--- src/rtl/dest_sel_pipe.sv ---
// Destination-register selector and in-flight destination tracker with hazard compare.
// Define DEST_ZERO_FILTER_EN to keep register-0 writes out of the tracker.
module dest_sel_pipe #(
  parameter int unsigned ADDR_W   = 5,
  parameter int unsigned STAGES   = 3,
  parameter int unsigned LINK_REG = 31
) (
  input  logic                     clk,
  input  logic                     reset,
  input  logic [ADDR_W-1:0]        rt,
  input  logic [ADDR_W-1:0]        rd,
  input  logic [1:0]               sel_dest,
  input  logic                     reg_write_in,
  input  logic                     stall,
  input  logic                     flush,
  input  logic [ADDR_W-1:0]        rs_chk,
  input  logic [ADDR_W-1:0]        rt_chk,
  output logic [STAGES*ADDR_W-1:0] dest_out,
  output logic [STAGES-1:0]        valid_out,
  output logic                     hazard_rs,
  output logic                     hazard_rt,
  output logic [STAGES-1:0]        hit_stage_rs,
  output logic [STAGES-1:0]        hit_stage_rt
);

  logic [ADDR_W-1:0] dest_q [STAGES];
  logic [ADDR_W-1:0] dest_d [STAGES];
  logic [STAGES-1:0] valid_q;
  logic [STAGES-1:0] valid_d;

  logic [ADDR_W-1:0] next_dest;
  logic              next_valid;

  always_comb begin
    unique case (sel_dest)
      2'b00:   next_dest = rt;
      2'b01:   next_dest = rd;
      2'b10:   next_dest = ADDR_W'(LINK_REG);
      default: next_dest = '0;
    endcase
  end

`ifdef DEST_ZERO_FILTER_EN
  assign next_valid = reg_write_in && (sel_dest != 2'b11) && (next_dest != '0);
`else
  assign next_valid = reg_write_in && (sel_dest != 2'b11);
`endif

  always_comb begin
    for (int unsigned i = 0; i < STAGES; i++) begin
      dest_d[i] = dest_q[i];
    end
    valid_d = valid_q;

    if (flush) begin
      dest_d[0]  = '0;
      valid_d[0] = 1'b0;
    end else if (!stall) begin
      dest_d[0]  = next_dest;
      valid_d[0] = next_valid;
    end

    // A held stage 0 must not also be copied forward, so stage 1 takes a bubble on a pure stall.
    for (int unsigned i = 1; i < STAGES; i++) begin
      if (stall && !flush && i == 1) begin
        dest_d[i]  = '0;
        valid_d[i] = 1'b0;
      end else begin
        dest_d[i]  = dest_q[i-1];
        valid_d[i] = valid_q[i-1];
      end
    end
  end

  always_ff @(posedge clk) begin
    if (reset) begin
      for (int unsigned i = 0; i < STAGES; i++) begin
        dest_q[i] <= '0;
      end
      valid_q <= '0;
    end else begin
      for (int unsigned i = 0; i < STAGES; i++) begin
        dest_q[i] <= dest_d[i];
      end
      valid_q <= valid_d;
    end
  end

  always_comb begin
    for (int unsigned i = 0; i < STAGES; i++) begin
      dest_out[i*ADDR_W +: ADDR_W] = dest_q[i];
    end
  end

  assign valid_out = valid_q;

  logic [STAGES-1:0] match_rs;
  logic [STAGES-1:0] match_rt;

  always_comb begin
    for (int unsigned i = 0; i < STAGES; i++) begin
      match_rs[i] = valid_q[i] && (dest_q[i] == rs_chk);
      match_rt[i] = valid_q[i] && (dest_q[i] == rt_chk);
    end
  end

  assign hazard_rs = |match_rs;
  assign hazard_rt = |match_rt;

  // Walk oldest to youngest so the lowest matching index is the last one written.
  always_comb begin
    hit_stage_rs = '0;
    hit_stage_rt = '0;
    for (int i = int'(STAGES) - 1; i >= 0; i--) begin
      if (match_rs[i]) begin
        hit_stage_rs    = '0;
        hit_stage_rs[i] = 1'b1;
      end
      if (match_rt[i]) begin
        hit_stage_rt    = '0;
        hit_stage_rt[i] = 1'b1;
      end
    end
  end

endmodule
--- config.mk ---
export PLATFORM = sky130hd
export DESIGN_NAME = dest_sel_pipe
export DESIGN_NICKNAME = d
export VERILOG_FILES = /design/src/rtl/dest_sel_pipe.sv
export SDC_FILE = /design/constraint.sdc
export NUM_CORES = 1
export LEC_CHECK = 0
export CAP_MARGIN = 10
export CORE_MARGIN = 2
export CORE_UTILIZATION = 39
export CTS_CLUSTER_SIZE = 25
export DETAILED_ROUTE_END_ITERATION = 6
export HOLD_SLACK_MARGIN = 0.15
export PLACE_DENSITY_LB_ADDON = 0.15
export SYNTH_ARGS = -nofsm -noshare
export SYNTH_HDL_FRONTEND = slang
export SYNTH_SLANG_ARGS = --single-unit
--- constraint.sdc ---
create_clock -name clk -period 1.7 [get_ports clk]
set_input_delay 0.34 -clock clk [delete_from_list [all_inputs] [get_ports clk]]
set_output_delay 0.34 -clock clk [all_outputs]
set_load 0.05 [all_outputs]
==> images/m1.png <==
Supply wires on this layer in gray.
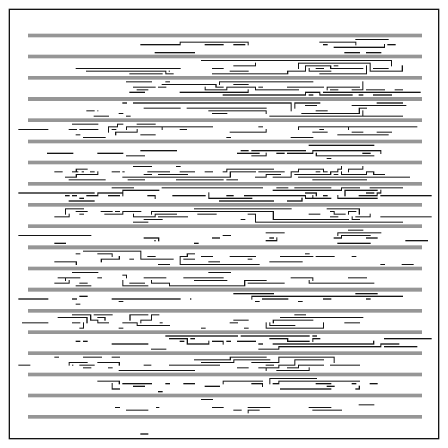
- nets with wire on the layer: 183
- wire length on this layer: 1350 um
- main direction: horizontal
met1 usage: 20.80%
vias after detailed routing: 1093
Total Routed Length: 3309 um

==> images/m2.png <==
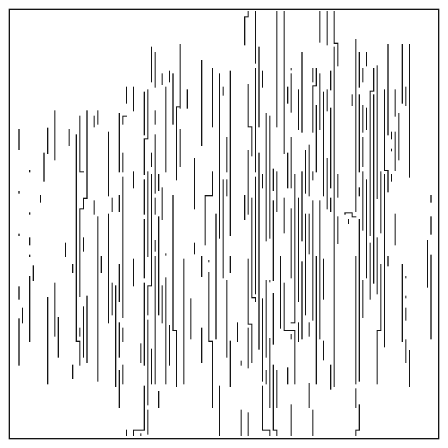
- longest straight run: 43.5 um
- share of all routed wire: 52%
- main direction: vertical
GR Layer Usage met2: 39.48%

==> images/m3.png <==
The bar under the picture is 20 um long.
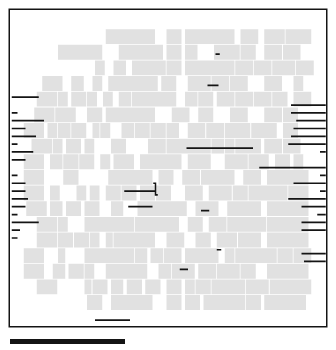
- wire length on this layer: 151 um
- share of all routed wire: 4.6%
- nets with wire on the layer: 40
- main direction: horizontal
GRT met3 Usage: 2.688%

==> Changelog: implementation <==
## Flow update

- R2R cell count: 2
- # IOs: around 53
- Post-DP Area: between 1500 and 2000 um^2
- CP endpoint kind: primary output
- Via density: about 5
- CP max stage cell: dfxtp_4
- Pwr dens: 462.8 nW/um^2
- XOR/XNOR Area Share: 25.96%
- Final core utilization: between 70% and 80%
- Syn nets: around 140
- Cycle use final: 124.8%
- Static Leak: about 0.8 nW
- Max-area cell share: between 30% and 40%
- Largest net degree at the start of global routing: 13
- Die width: between 50 and 60 um
- Synth Warn #: 0
- Delay-heaviest family, CP: simple AND/OR/NAND/NOR gates
- Synth top cells by count: 24 x xor2_1, 18 x dfxtp_1, 10 x nor3_1
- Logic cell area: approximately 740 um^2
- RSZ-0062 raised after global routing: yes
- OpenROAD warnings: 29
- Achievable Freq: 471.4 MHz
- NumNets Final: between 200 and 250
- Seq share, synth: between 30% and 40%
- CTS hold repair buffers: 0
- Cell with the most instances after synthesis: xor2_1
- Final setup viols: 8
- CTS tree: done
- Buffers on Ports: between 50 and 60
- Crit start category: flip-flop
- Worst-margin pin slew: between 300 and 400 ps
- Area grow syn2layout: 90.48%
- Max-Cap Viols: 0
- Mapped Cells: between 100 and 150
- FP Util: 40.86%
- Fraction of layout cells with a size suffix above 1: a little under half
- Hold endpoint: dest_q[0][11]
- Basic Gates by Area: between 20 and 30%
- Number of flip-flops in the largest register: 15
- Antenna violations before repair: 0
- Slowest stage delay, CP: 390 ps
- Fin. Hold Viols: 0
- Dominant comb cell: simple AND/OR/NAND/NOR gates
- Final Hold Slack: about 520 ps
- WHS Path Cells: 1
- Aoi share: 7.417%
- Worst Setup SP: dest_q[0][3]
- Crit path buf inv count: 1
- Dominant logic cell type in the layout: buf_4
- Clock transition at path regs: 110 ps
- HP Class: flip-flop to flip-flop
- ANT nets after route: 0
- Rel. slew slack: 76.04%
- Register bit total from synthesis: 18
- Post-CTS sizing: 24
- GRT overflow: 0
- Maximum VDD drop: 0.3688 mV
- Worst Path Max Fanout: 3
- Syn Area/Cell: roughly 9 um^2
- Mapped Area: between 1000 and 1500 um^2
- H-tree lvl count: 1
- Max Buffers Root-to-Sink: 2
- Drt pass-1 iters: 4
- Gr usage total: roughly 20%
- DP Cell Count: 208
- Worst Hold Launch: dest_q[0][6]
- Area taken by flip-flops and latches: 397.9 um^2
- Placer Congestion: a little over 0.9
- Final worst path period need: ~2100 ps
- Mux cell area share after synthesis: 0%
- Capturing point of the worst reg2reg path: valid_out[0]
- WP depth: 5
- R2R Path Start: valid_out[0]
- Final worst setup slack: -421.5 ps
- Final Power: about 0.89 mW
- Failing checks: setup timing
- Arrival time worst endpoint: roughly 1800 ps
- Yosys synthesis chip area: around 1000 um^2
- Largest Register: dest_q
- Die area: between 3000 and 4000 um^2
- Status: finished, violations left
- Core footprint: ~2500 um^2
- R2R Setup Slk: around 870 ps
- Die Y: 54.95 um
- Unique cell types: 21
- Num rows: 18
- Adder Share, Synth: 0%
- Post-CTS setup buffer count: 2
- Number of enable flip-flop cells: 0
- Number of global-route vias before repair: between 1000 and 1500
- Max-slew violations: 0
- Pre-CTS setup slack: -666.4 ps
- Ant. Diodes: 0
- First-pass GRT wire length: approximately 4300 um
- Root buf cell: clkbuf_4
- WL/cell: ~15 um
- Yosys stat cell total: roughly 110
- Post-detail-place hpwl: between 2000 and 2500 um
- Initial DRC count: 8
- CTS Buf Count: 3
- Remaining design rule violation count: 0
- # fillers: about 180
- Required @ worst endpoint: between 1000 and 1500 ps
- Post-synth top flop: dfxtp_1
- Critical path destination: hazard_rt
- Most frequent cells in the layout: 32 x buf_4, 19 x xor2_1, 16 x clkdlybuf4s50_1, 10 x nor3_1, 9 x buf_12
- Setup TNS: -2945 ps
- Leading area contributor after synthesis: dfxtp_1
- Ys async rst share: 0%
- CP cell instances: xor2_2, nor4_2, and3_4, nand3b_1, buf_12
- Post-route design area: approximately 1900 um^2
- Top cells by area: dfxtp_1 36%, xor2_1 21%, xnor2_1 5.2%, nor3_1 4.9%, a211oi_1 4.4%
- Critical path class: flip-flop to primary output
==> images/gates.png <==
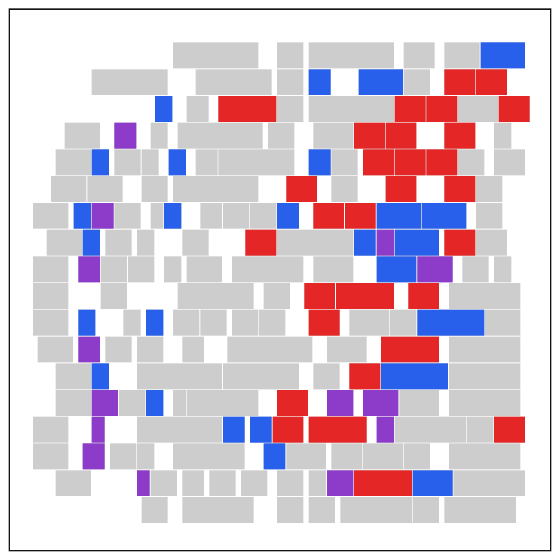
- nand cells: purple (cells 14; most used nand2b_1)
- nor cells: blue (cells 26; most used nor3_1; where widely spread)
- xor and xnor cells: red (cells 30; most used xor2_1)
logic share of the area: 38.61%
Non-Filler Instances: 215

==> images/clock_nets.png <==
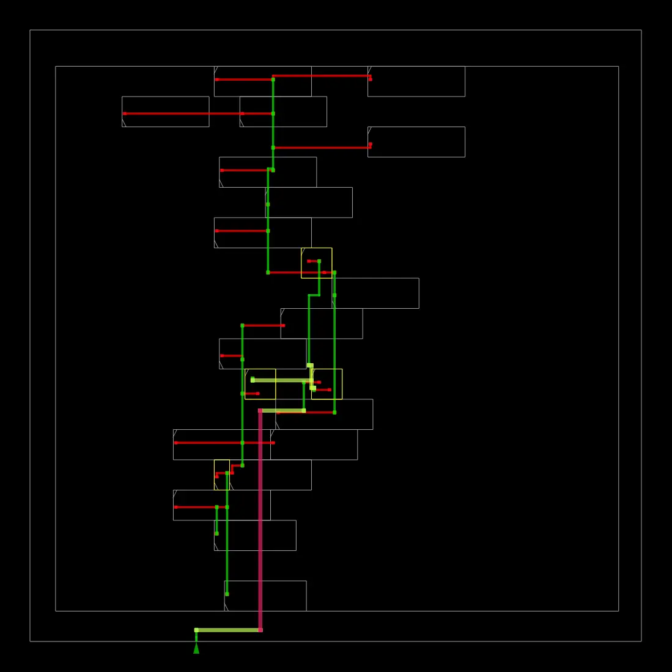
Flops: 18
TritonCTS Sinks: 18
worst skew pair latency: 290 ps
Setup Skew: 12.74 ps
clkbuf count: 3

[power breakdown]
| group | total [mW] | internal (mW) | switching, mW |
|---|---|---|---|
| logic | 0.247 | 0.121 | 0.126 |
| clock network | 0.209 | 0.0851 | 0.124 |
| registers | 0.436 | 0.422 | 0.0139 |
| total | 0.892 | 0.628 | 0.264 |
[layout make-up]
cell class	instances	area share [%]
clock buffer	3	1.168
clock inverter	1	0.1947
inverter	1	0.1947
multi-input combinational	90	38.61
sequential	18	20.64
tap	30	1.947
timing repair buffer	72	37.25
[routing by layer]
metal  track usage (%)  share of wire, %  vias to the layer above
met5                 0                 0                        -
met4             9.756               2.9                        0
met3             2.688               4.5                        8
met2             39.48                52                       46
met1             20.80                41                      508
li1                  -                 -                      531
Power is estimated from default activity; no workload was simulated.
